## src/rtl/cla_word_sequencer_pkg.sv

```systemverilog
// Shared types for the multi-cycle carry-lookahead word sequencer.
// Holds the sequencer state encoding and the chunk-index width helper.
package cla_pkg;

    typedef enum logic [1:0] {
        IDLE,
        RUN,
        DONE
    } claSeqState_t;

    function automatic int unsigned idx_width(input int unsigned nwords);
        return (nwords <= 1) ? 1 : $clog2(nwords);
    endfunction

endpackage

```

## src/rtl/cla_word_sequencer_if.sv

```systemverilog
// Request/response bundle between requester, sequencer and consumer.
// The sequencer takes the slave view; the requester/consumer side takes master.
interface cla_word_sequencer_if #(
    parameter int unsigned TW = 32
);
    logic          inValid;
    logic          inReady;
    logic [TW-1:0] a;
    logic [TW-1:0] b;
    logic          cIn;
    logic          opSub;
    logic          outValid;
    logic          outReady;
    logic [TW-1:0] sum;
    logic          cOut;
    logic          ovf;

    modport master (
        output inValid, a, b, cIn, opSub, outReady,
        input  inReady, outValid, sum, cOut, ovf
    );

    modport slave (
        input  inValid, a, b, cIn, opSub, outReady,
        output inReady, outValid, sum, cOut, ovf
    );
endinterface

```

## src/rtl/cla_word_sequencer_slice.sv

```systemverilog
// One WIDTH-bit adder slice: generate/propagate terms and carry chain.
// Also exposes the carry into the MSB so the caller can derive signed overflow.
module cla_slice #(
    parameter int unsigned WIDTH = 8
) (
    input  logic [WIDTH-1:0] a,
    input  logic [WIDTH-1:0] b,
    input  logic             cIn,
    output logic [WIDTH-1:0] sum,
    output logic             cOut,
    output logic             cMsbIn
);
    logic [WIDTH-1:0] g;
    logic [WIDTH-1:0] p;
    logic [WIDTH-1:0] c;

    always_comb begin
        g    = a & b;
        p    = a ^ b;
        c    = '0;
        c[0] = g[0] | (p[0] & cIn);
        for (int unsigned i = 1; i < WIDTH; i++) begin
            c[i] = g[i] | (p[i] & c[i-1]);
        end
    end

    assign sum    = p ^ {c[WIDTH-2:0], cIn};
    assign cOut   = c[WIDTH-1];
    assign cMsbIn = c[WIDTH-2];
endmodule

```

## src/rtl/cla_word_sequencer.sv

```systemverilog
// Wide adder that runs one cla_slice over NWORDS chunks, LSW first, carry registered.
// Define CLA_SUB_EN to honour opSub (A-B as A+~B+1); otherwise opSub is ignored.
module cla_word_sequencer
    import cla_pkg::*;
#(
    parameter int unsigned WIDTH  = 8,
    parameter int unsigned NWORDS = 4
) (
    input logic                clk,
    input logic                rstN,
    cla_word_sequencer_if.slave bus
);
    localparam int unsigned TW = WIDTH * NWORDS;
    localparam int unsigned IW = idx_width(NWORDS);
    localparam logic [IW-1:0] LAST_IDX = IW'(NWORDS - 1);

    claSeqState_t   state;
    logic [IW-1:0]  idx;
    logic           carry;
    logic [TW-1:0]  a_reg;
    logic [TW-1:0]  b_reg;
    logic [TW-1:0]  sum_reg;
    logic           c_out_reg;
    logic           ovf_reg;
    logic           in_ready;
    logic           out_valid;
    logic           sub_reg;

    logic [WIDTH-1:0] a_word;
    logic [WIDTH-1:0] b_word;
    logic [WIDTH-1:0] s_word;
    logic             s_cout;
    logic             s_msb_in;

    always_comb begin
        a_word = '0;
        b_word = '0;
        for (int unsigned i = 0; i < NWORDS; i++) begin
            if (idx == IW'(i)) begin
                a_word = a_reg[i*WIDTH +: WIDTH];
                b_word = b_reg[i*WIDTH +: WIDTH];
            end
        end
        if (sub_reg) begin
            b_word = ~b_word;
        end
    end

    cla_slice #(.WIDTH(WIDTH)) u_slice (
        .a      (a_word),
        .b      (b_word),
        .cIn    (carry),
        .sum    (s_word),
        .cOut   (s_cout),
        .cMsbIn (s_msb_in)
    );

`ifndef CLA_SUB_EN
    logic unused_op_sub;
    assign unused_op_sub = bus.opSub;
`endif

    always_ff @(posedge clk or negedge rstN) begin
        if (!rstN) begin
            state     <= IDLE;
            idx       <= '0;
            carry     <= 1'b0;
            a_reg     <= '0;
            b_reg     <= '0;
            sum_reg   <= '0;
            c_out_reg <= 1'b0;
            ovf_reg   <= 1'b0;
            in_ready  <= 1'b1;
            out_valid <= 1'b0;
            sub_reg   <= 1'b0;
        end else begin
            case (state)
                IDLE: begin
                    if (bus.inValid) begin
                        a_reg    <= bus.a;
                        b_reg    <= bus.b;
                        idx      <= '0;
                        in_ready <= 1'b0;
                        state    <= RUN;
`ifdef CLA_SUB_EN
                        sub_reg  <= bus.opSub;
                        carry    <= bus.cIn | bus.opSub;
`else
                        sub_reg  <= 1'b0;
                        carry    <= bus.cIn;
`endif
                    end
                end
                RUN: begin
                    for (int unsigned i = 0; i < NWORDS; i++) begin
                        if (idx == IW'(i)) begin
                            sum_reg[i*WIDTH +: WIDTH] <= s_word;
                        end
                    end
                    carry <= s_cout;
                    idx   <= idx + 1'b1;
                    if (idx == LAST_IDX) begin
                        // Flags come straight from the last chunk's slice outputs.
                        c_out_reg <= s_cout;
                        ovf_reg   <= s_cout ^ s_msb_in;
                        idx       <= '0;
                        out_valid <= 1'b1;
                        state     <= DONE;
                    end
                end
                DONE: begin
                    if (bus.outReady) begin
                        out_valid <= 1'b0;
                        in_ready  <= 1'b1;
                        state     <= IDLE;
                    end
                end
                default: begin
                    state     <= IDLE;
                    in_ready  <= 1'b1;
                    out_valid <= 1'b0;
                end
            endcase
        end
    end

    assign bus.inReady  = in_ready;
    assign bus.outValid = out_valid;
    assign bus.sum      = sum_reg;
    assign bus.cOut     = c_out_reg;
    assign bus.ovf      = ovf_reg;
endmodule

```

## src/flat_wrapper.sv

```systemverilog
// flat-port wrapper written by rule: the top's interface ports become plain ports
module cla_word_sequencer_flat import cla_pkg::*;
#(
    parameter int unsigned WIDTH  = 8,
    parameter int unsigned NWORDS = 4
)
  (clk, rstN, bus_inValid, bus_a, bus_b, bus_cIn, bus_opSub, bus_outReady, bus_inReady, bus_outValid, bus_sum, bus_cOut, bus_ovf);
  cla_word_sequencer_if #(.TW((WIDTH * NWORDS))) bus_i ();
  input logic clk;
  input logic rstN;
  input wire logic [$bits(bus_i.inValid)-1:0] bus_inValid;
  input wire logic [$bits(bus_i.a)-1:0] bus_a;
  input wire logic [$bits(bus_i.b)-1:0] bus_b;
  input wire logic [$bits(bus_i.cIn)-1:0] bus_cIn;
  input wire logic [$bits(bus_i.opSub)-1:0] bus_opSub;
  input wire logic [$bits(bus_i.outReady)-1:0] bus_outReady;
  output wire logic [$bits(bus_i.inReady)-1:0] bus_inReady;
  output wire logic [$bits(bus_i.outValid)-1:0] bus_outValid;
  output wire logic [$bits(bus_i.sum)-1:0] bus_sum;
  output wire logic [$bits(bus_i.cOut)-1:0] bus_cOut;
  output wire logic [$bits(bus_i.ovf)-1:0] bus_ovf;
  assign bus_i.inValid = bus_inValid;
  assign bus_i.a = bus_a;
  assign bus_i.b = bus_b;
  assign bus_i.cIn = bus_cIn;
  assign bus_i.opSub = bus_opSub;
  assign bus_i.outReady = bus_outReady;
  assign bus_inReady = bus_i.inReady;
  assign bus_outValid = bus_i.outValid;
  assign bus_sum = bus_i.sum;
  assign bus_cOut = bus_i.cOut;
  assign bus_ovf = bus_i.ovf;
  cla_word_sequencer #(.WIDTH(WIDTH), .NWORDS(NWORDS)) u_core (.clk(clk), .rstN(rstN), .bus(bus_i));
endmodule
```

## config.mk

```make
export PLATFORM = sky130hd
export DESIGN_NAME = cla_word_sequencer_flat
export DESIGN_NICKNAME = d
export VERILOG_FILES = /design/src/rtl/cla_word_sequencer_pkg.sv /design/src/rtl/cla_word_sequencer_if.sv /design/src/rtl/cla_word_sequencer_slice.sv /design/src/rtl/cla_word_sequencer.sv /design/src/flat_wrapper.sv
export SDC_FILE = /design/constraint.sdc
export NUM_CORES = 1
export LEC_CHECK = 0
export CORE_MARGIN = 1.5
export CORE_UTILIZATION = 25
export CTS_CLUSTER_DIAMETER = 40
export CTS_CLUSTER_SIZE = 30
export DETAILED_ROUTE_END_ITERATION = 7
export PLACE_DENSITY_LB_ADDON = 0.2
export RECOVER_POWER = 50
export SLEW_MARGIN = 30
export SYNTH_ARGS = -nofsm -noshare
export SYNTH_HDL_FRONTEND = slang
export SYNTH_SLANG_ARGS = --single-unit
export TNS_END_PERCENT = 1
```

## constraint.sdc

```tcl
create_clock -name clk -period 9.4 [get_ports clk]
set_clock_uncertainty 0.2 [all_clocks]
set_input_delay 0.94 -clock clk [delete_from_list [all_inputs] [get_ports clk]]
set_output_delay 0.94 -clock clk [all_outputs]
set_load 0.02 [all_outputs]
```

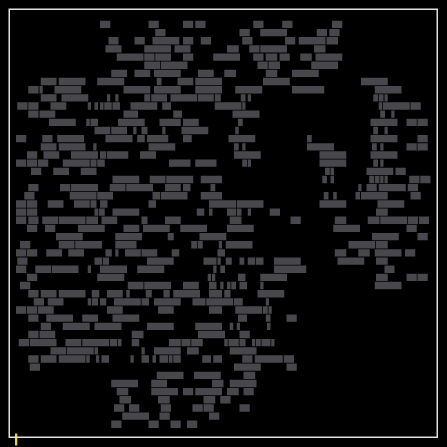
Figure 1: nets reached from selected ports.
Scale: 3 px per um.
Key: bus_opSub = yellow [bits 1, direction input, end cells 0]

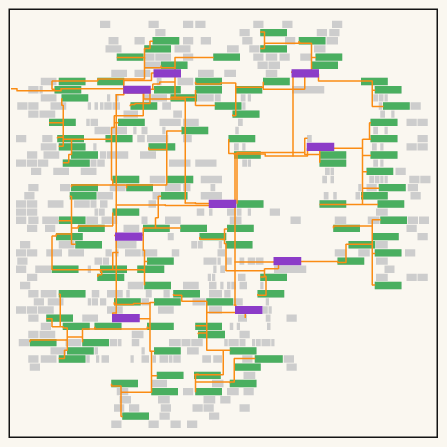
Figure 2: routed clock nets over the placement.
Scale: 3 px per um.
Key: cells driving clock nets = purple [count 9]; clock wires = orange [length 1480 um]; flip-flops = green [count 105]
There are 10 routed clock nets. Position of the flops: widely spread.

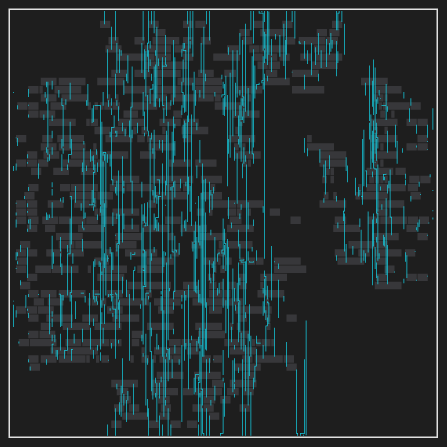
Figure 3: metal 2.
Scale: 3 px per um. Cells faint in the background.
The longest straight run is 72.8 um. The layer carries 5290 um of wire. 450 nets have wire on it. The wires run mostly vertical.

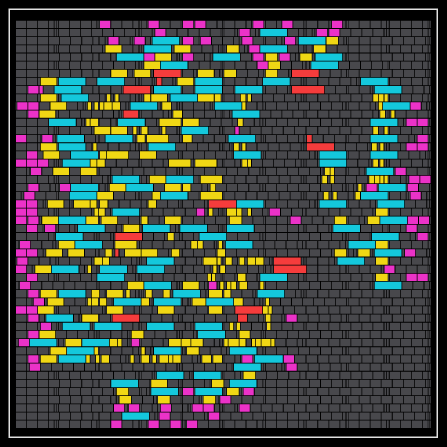
Figure 4: placement by cell class.
Scale: 3 px per um. Fill, decap, tap and diode cells in grey.
Key: all other logic = yellow [cells 226]; other buffers and delay cells = magenta [cells 108]; flip-flops = cyan [cells 105]; clock drivers and dummy loads = red [cells 16]

[placed cells by master (no fill, tap or decap), drive strengths merged, types with 8 or more instances in the layout]
master | netlist | layout
clkbuf | 4 | 13
clkdlybuf4s50 | 0 | 101
dfrtp | 104 | 104
fa | 8 | 8
mux2 | 81 | 81
nand2 | 43 | 43
nand3b | 10 | 10
o21ai | 20 | 20
o22ai | 9 | 9
[layout make-up]
cell class	instances	area (um2)
inverter	7	26.28
sequential	105	2629
fill	1862	12450
clock buffer	11	242.7
tap	260	325.3
timing repair buffer	108	1061
multi-input combinational	219	2014
clock inverter	5	78.83
[cell families (layout without fill, tap and decap cells)]
family | Yosys count | count (layout) | share of synthesized area
muxes | 82 | 82 | 0.2369
adders and majority gates | 12 | 12 | 0.04341
DFF | 105 | 105 | 0.5429
xor gates and xnor gates | 1 | 1 | 0.001809
and+or+nand+nor | 63 | 63 | 0.05995
buffers and inverters | 28 | 131 | 0.03488
AOI/OAI and AO/OA | 61 | 61 | 0.08011
[metal layers]
| layer | wire, um | GRT usage | up-vias |
|---|---|---|---|
| met5 | 0 | 0 | - |
| met4 | 237 | 0.04992 | 0 |
| met3 | 509 | 0.02423 | 16 |
| met2 | 5292 | 0.1918 | 89 |
| met1 | 5965 | 0.1750 | 1524 |
| li1 | - | - | 1448 |
[per-stage QoR]
stage               power, W  area (um2)
floorplan           0.001778        4842
global placement    0.002296        6098
detailed placement  0.002342        6098
CTS                 0.002763        6420
global route        0.002895        6377
finish              0.002681        6377
[report_power, final]
| part | switching, W | internal (W) | total [W] | leakage [nW] |
|---|---|---|---|---|
| Clock | 0.000172 | 0.000241 | 0.000413 | 0.159 |
| Combinational | 0.000729 | 0.000701 | 0.00143 | 1.26 |
| Sequential | 0.000147 | 0.000691 | 0.000838 | 1.25 |
[Yosys cell counts, types with 6 or more instances]
library cell | count | share of area
a31oi_1 | 6 | 0.0078
buf_2 | 9 | 0.0093
buf_6 | 7 | 0.016
dfrtp_1 | 104 | 0.54
fa_1 | 8 | 0.033
mux2_2 | 17 | 0.040
mux2_4 | 60 | 0.19
nand2_1 | 43 | 0.033
nand3b_1 | 10 | 0.016
o211ai_1 | 7 | 0.011
o21ai_0 | 20 | 0.021
o221ai_1 | 7 | 0.013
o22ai_1 | 9 | 0.012
[worst max path at each step]
stage | to | slack, ns
global placement | u_core.bus.sum[31] | 4.08
global route | u_core.a_reg[23] | 2.72
CTS | u_core.bus.sum[7] | 3.99
detailed placement | u_core.bus.sum[15] | 3.99
finish | u_core.idx[0] | 3.83
floorplan | u_core.bus.sum[31] | 4.85
==> notes.md <==
fresh numbers from the pnr run: Log Warnings 30, Fin. Hold Viols 0, min cycle time layout 5.566 ns, synth unique cells 33, VDD IR max ~0.14 mV, H-tree levels 3, GRT overflow 0, setup TNS 0 ns, drt first pass iters 4, core area around 19000 um2, Reg clk slew, reported paths about 0.070 ns, Die W 142.2 um, RSZ-0062 raised after global routing no, Critical Path Source Type input pin, std cell rows 50, hpwl dp 8668 um, I/O Pins around 110, Worst EP arrival 5.11 ns, CP Launch Point rstN, slew margin rel. -1.145, Post-synth EDFFs 0, TritonCTS clock tree done, post-layout util 0.3387, required time of the critical path just under 9 ns, syn_nets about 430, Critical-path top delay cell clkbuf_1, critical path depth in cells 2, cts repair resizes 0, leakage about 2.7 nW, pins over their slew limit 108, pwr dens between 400 and 500 nW/um2, max_cap viols 2, hold path depth 2, capturing point of the worst reg2reg path u_core.bus.sum[7], worst setup path category input pin to async pin, Residual DRC 0, Hold EP u_core.bus.sum[14], synthesized area 4842 um2, post-synthesis sequential area ratio 0.5429, dpl ws 3.990 ns, Area Overhead vs Synth 31.71%, fp util 0.2571, GR Util All Layers 0.1255, Commonest flop dfrtp_1, WL final ~12000 um, root buffer cell clkbuf_16, Synth Warn # 0, failing checks max-capacitance violations, max-slew violations, cells after synthesis ~350, Min-Delay Path Class flip-flop to flip-flop, ys flops about 110, number of port buffers between 100 and 150, cell count in the Yosys report ~350, R2R setup slack approximately 4 ns, status finished with violations, via count ~3000, drt wl/cell 16.79 um, final setup fails 0, post-CTS setup buffers 0, most used cell, CP clkbuf_1, Nets between 500 and 600, f_max around 0.18 GHz, yosys stat area 4842 um2, largest net degree at the start of global routing about 61, Via density around 4.3, reg2reg start u_core.idx[0], antenna-violating nets left 0, worst reg-to-reg path cell count 15, DR iter-0 viols ~120, syn avg cell area 13.76 um2, antenna violations before repair 0
No activity file was given, so power comes from the tool's default toggle rates.
